==> config.mk <==
export PLATFORM = sky130hd
export DESIGN_NAME = program_counter
export DESIGN_NICKNAME = d
export VERILOG_FILES = /design/src/rtl/program_counter_pkg.sv /design/src/rtl/program_counter_next_pc_mux.sv /design/src/rtl/program_counter.sv
export SDC_FILE = /design/constraint.sdc
export NUM_CORES = 1
export LEC_CHECK = 0
export CAP_MARGIN = 30
export CORE_UTILIZATION = 40
export CTS_CLUSTER_DIAMETER = 100
export DETAILED_ROUTE_END_ITERATION = 12
export GPL_ROUTABILITY_DRIVEN = 0
export PLACE_DENSITY = 0.88
export SETUP_SLACK_MARGIN = 0.5
export SYNTH_ARGS = -nofsm -noshare
export SYNTH_HDL_FRONTEND = slang
export SYNTH_SLANG_ARGS = --single-unit
export TNS_END_PERCENT = 10
==> constraint.sdc <==
create_clock -name clk_i -period 3.5 [get_ports clk_i]
set_input_delay 0.525 -clock clk_i [delete_from_list [all_inputs] [get_ports clk_i]]
set_output_delay 0.525 -clock clk_i [all_outputs]
set_load 0.02 [all_outputs]
==> src/rtl/program_counter_pkg.sv <==
// Shared definitions for the fetch-stage program counter: state encoding,
// default reset vector and the instruction alignment check.
package program_counter_pkg;

   typedef enum logic [1:0] {
      StBoot    = 2'd0,
      StFetch   = 2'd1,
      StDeliver = 2'd2,
      StFault   = 2'd3
   } pc_state_e;

   localparam logic [31:0] DefaultResetVector = 32'h0000_0000;
   localparam logic [1:0]  AlignMask          = 2'b11;

   function automatic logic is_misaligned(input logic [31:0] addr);
      return |(addr[1:0] & AlignMask);
   endfunction

endpackage

==> src/rtl/program_counter_next_pc_mux.sv <==
// Next-PC select between the sequential address and a redirect target,
// flagging selections that are not 4-byte aligned.
module program_counter_next_pc_mux
   import program_counter_pkg::*;
(
   input  logic [31:0] pc_plus_4_i,
   input  logic        branch_taken_i,
   input  logic [31:0] branch_target_i,
   output logic [31:0] next_pc,
   output logic        misaligned
);

   always_comb begin
      next_pc    = branch_taken_i ? branch_target_i : pc_plus_4_i;
      misaligned = is_misaligned(next_pc);
   end

endmodule

==> src/rtl/program_counter.sv <==
// Architectural PC plus instruction-fetch handshake: BOOT -> FETCH <-> DELIVER,
// with a sticky FAULT state for misaligned next-PC selections.
module program_counter
   import program_counter_pkg::*;
#(
   parameter logic [31:0] RESET_VECTOR = DefaultResetVector
) (
   input  logic        clk_i,
   input  logic        rst_i,
   input  logic [31:0] pc_plus_4_i,
   input  logic        branch_taken_i,
   input  logic [31:0] branch_target_i,
   input  logic        stall_i,
   input  logic        imem_ready_i,
   input  logic [31:0] imem_rdata_i,
   output logic [31:0] pc_o,
   output logic        imem_req_o,
   output logic [31:0] imem_addr_o,
   output logic [31:0] instr_o,
   output logic [31:0] instr_pc_o,
   output logic        instr_valid_o,
   output logic        misaligned_o
);

   pc_state_e   state_q, state_d;
   logic [31:0] pc_q, pc_d;
   logic [31:0] instr_q, instr_d;
   logic [31:0] instr_pc_q, instr_pc_d;
   logic        instr_valid_q, instr_valid_d;
   logic        misaligned_q, misaligned_d;

   logic [31:0] next_pc;
   logic        next_misaligned;

   // With branch_taken_i high this yields the redirect target, so FETCH reuses it.
   program_counter_next_pc_mux u_next_pc_mux (
      .pc_plus_4_i     (pc_plus_4_i),
      .branch_taken_i  (branch_taken_i),
      .branch_target_i (branch_target_i),
      .next_pc         (next_pc),
      .misaligned      (next_misaligned)
   );

   always_ff @(posedge clk_i or posedge rst_i) begin
      if (rst_i) begin
         state_q       <= StBoot;
         pc_q          <= RESET_VECTOR;
         instr_q       <= 32'h0;
         instr_pc_q    <= 32'h0;
         instr_valid_q <= 1'b0;
         misaligned_q  <= 1'b0;
      end else begin
         state_q       <= state_d;
         pc_q          <= pc_d;
         instr_q       <= instr_d;
         instr_pc_q    <= instr_pc_d;
         instr_valid_q <= instr_valid_d;
         misaligned_q  <= misaligned_d;
      end
   end

   always_comb begin
      state_d       = state_q;
      pc_d          = pc_q;
      instr_d       = instr_q;
      instr_pc_d    = instr_pc_q;
      instr_valid_d = instr_valid_q;
      misaligned_d  = misaligned_q;

      unique case (state_q)
         StBoot: begin
            state_d = StFetch;
         end
         StFetch: begin
            // A redirect wins over a same-cycle response, which is dropped.
            if (branch_taken_i) begin
               pc_d = next_pc;
               if (next_misaligned) begin
                  state_d      = StFault;
                  misaligned_d = 1'b1;
               end
            end else if (imem_ready_i) begin
               instr_d       = imem_rdata_i;
               instr_pc_d    = pc_q;
               instr_valid_d = 1'b1;
               state_d       = StDeliver;
            end
         end
         StDeliver: begin
            if (!stall_i) begin
               pc_d          = next_pc;
               instr_valid_d = 1'b0;
               if (next_misaligned) begin
                  state_d      = StFault;
                  misaligned_d = 1'b1;
               end else begin
                  state_d = StFetch;
               end
            end
         end
         StFault: begin
            instr_valid_d = 1'b0;
            misaligned_d  = 1'b1;
         end
         default: begin
            state_d = StBoot;
         end
      endcase
   end

   always_comb begin
      imem_req_o    = (state_q == StFetch);
      imem_addr_o   = pc_q;
      pc_o          = pc_q;
      instr_o       = instr_q;
      instr_pc_o    = instr_pc_q;
      instr_valid_o = instr_valid_q;
      misaligned_o  = misaligned_q;
   end

endmodule

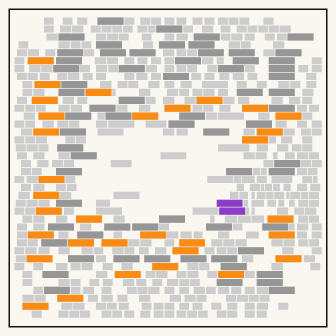
registers.png
Other sequential cells in the stronger gray, the rest of the logic in the fainter gray.
| color | name in the netlist | flops |
|---|---|---|
| orange | `imem_addr_o` | 32 |
| purple | `state_q` | 2 |

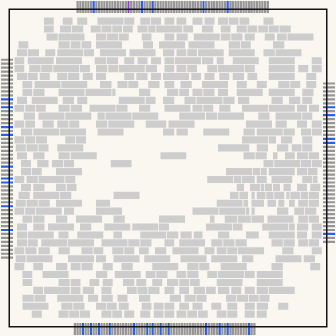
pins.png
Pins as bars across the die edge, other pins in gray.
| color | port | pins | direction | edge |
|---|---|---|---|---|
| purple | `rst_i` | 1 | input | north |
| blue | `instr_pc_o` | 32 | output | 13 south, 9 west, 5 east, 5 north |

==> notes.md <==
- **status** finished, final reports clean
- **total number of warnings across the stage logs** 31
- **number of antenna violations at the first check in global routing** 0
- **area fraction of the dominant cell type after synthesis** 55.1%
- **max_cap viols** 0
- **number of rows in the core area** 38
- **Leakage** 0.00292 uW
- **group drawing the most power** combinational cells
- **post-synthesis net count** 416
- **Post-synth seq share** 55.1%
- **power consumed by sequential cells** 2170 uW
- **average wire per standard cell** 17.0 um
- **simple-gate area share of the yosys netlist** 1.65%
- **area figure in the yosys stat output** 0.00454 mm^2
- **cell with the most instances after synthesis** sky130_fd_sc_hd__mux2_2
- **top post-synthesis cells by count** 126 x sky130_fd_sc_hd__mux2_2, 100 x sky130_fd_sc_hd__dfrtp_1, 35 x sky130_fd_sc_hd__buf_4, 8 x sky130_fd_sc_hd__buf_2, 6 x sky130_fd_sc_hd__ha_1
- **area of the chip** 0.0118 mm^2
- **DRC violation count after routing** 0
- **fraction of power consumed by combinational cells** 55.1%
- **adder and majority gate portion of the synthesized area** 1.65%
- **proportion of power drawn by flip-flops and latches** 30.7%
- **CTS buffer count** 9
- **total clock network power** 1000 uW
- **y dimension of the die** 109 um
- **IR drop worst, VDD** 0.621 mV
- **post-route worst hold slack** 0.488 ns
- **count of final setup violators** 0
- **pre-CTS setup slack** 1.10 ns
- **Switching Share** 37.4%
- **number of nets still failing antenna checks after routing** 0
- **post-route fraction of the period consumed by the critical path** 68.5%
- **area taken by flip-flops and latches** 0.00250 mm^2
- **num ports** 232
- **net count of the finished layout** 617
- **critical path's largest stage delay** 0.44 ns
- **final antenna diode count** 0
- **half-perimeter wire length after detailed placement** 8350 um
- **cell count in the Yosys report** 309
- **worst path arrival time** 2.61 ns
- **clock skew after layout** 0.00833 ns
- **family with the most delay on the worst path** simple AND/OR/NAND/NOR gates
- **post-detailed-route via-to-cell ratio** 4.88
- **sum of internal, switching and leakage power** 7070 uW
- **upper clock frequency limit** 0.417 GHz
- **number of hold buffers added after CTS** 0
- **maximum number of pins on one net before global-route repair** 47
- **max-slew headroom at the worst pin** 58.6%
- **required time at the worst-slack endpoint** 3.71 ns
- **area fraction in xor and xnor cells** 0%
- **yosys warning tally** 0
- **post-layout minimum cycle time** 2.40 ns
- **TritonCTS Sinks** 100
- **synthesis-stage register bit count** 100
- **worst reg-to-reg setup slack** 1.10 ns
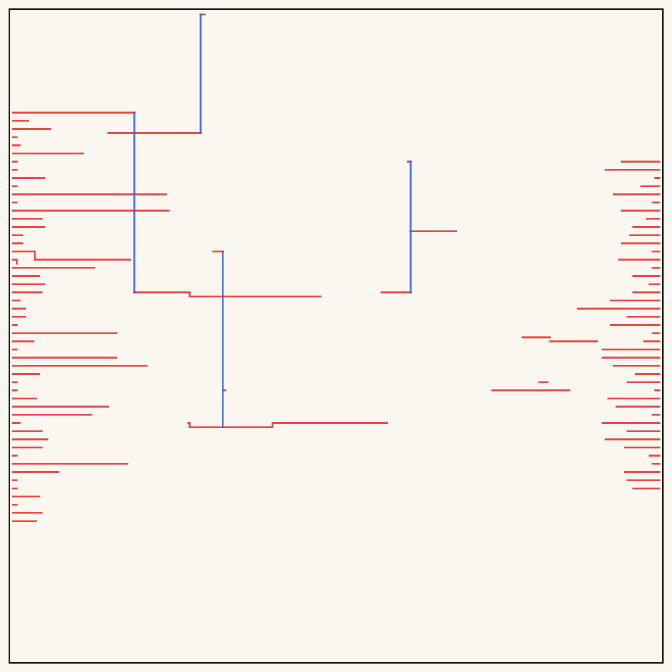
metal_stack.png
Two of the layers only.
| color | layer | wire length |
|---|---|---|
| blue | met4 | 101 um |
| red | met3 | 664 um |
Routed Wire Length: 11,100 um
global routing usage summed across all routing layers: 19.4%
routed via count: 3,196

==> layout make-up <==
| type | instances | share of cell area (%) |
|---|---|---|
| Clock inverter | 5 | 0.848 |
| Tap cell | 140 | 2.47 |
| Clock buffer | 11 | 3.43 |
| Inverter | 4 | 0.265 |
| Timing Repair Buffer | 236 | 33.4 |
| Sequential cell | 100 | 35.3 |
| Multi-Input combinational cell | 159 | 24.2 |
==> layer usage <==
metal	up-vias	global-route usage [%]	wire (um)
li1	1462	-	-
met1	1614	22.1	4200
met2	110	36.0	6190
met3	10	4.46	663
met4	0	5.02	100
met5	-	0	0
==> path summary, 6_finish.rpt <==
check	startpoint	to	cells past startpoint
setup / recovery	state_q[1]	instr_o[28]	6
hold / removal	instr_valid_o	instr_valid_o	1
setup reg to reg	state_q[1]	instr_o[28]	6
hold reg to reg	instr_valid_o	instr_valid_o	1
max in group asynchronous	rst_i	instr_pc_o[2]	3
min in group asynchronous	rst_i	instr_o[5]	2
==> cell usage in the layout, fill, tap and decap left out, types with 2 or more instances in the layout <==
master and n:
sky130_fd_sc_hd__clkdlybuf4s50_1 230, sky130_fd_sc_hd__mux2_2 126, sky130_fd_sc_hd__dfrtp_1 100, sky130_fd_sc_hd__clkbuf_16 9, sky130_fd_sc_hd__ha_1 6, sky130_fd_sc_hd__inv_1 3, sky130_fd_sc_hd__a21o_1 3, sky130_fd_sc_hd__buf_4 3
sky130_fd_sc_hd__clkinvlp_4 2, sky130_fd_sc_hd__nor3b_1 2, sky130_fd_sc_hd__nor3_1 2, sky130_fd_sc_hd__mux2_1 2, sky130_fd_sc_hd__buf_12 2
==> through the flow <==
step	area, um^2	cells
detailed placement	6780	639
finish	7090	655
global placement	6780	639
CTS	7090	655
floorplan	4540	309
global route	7090	655
Power and IR drop assume default switching activity.
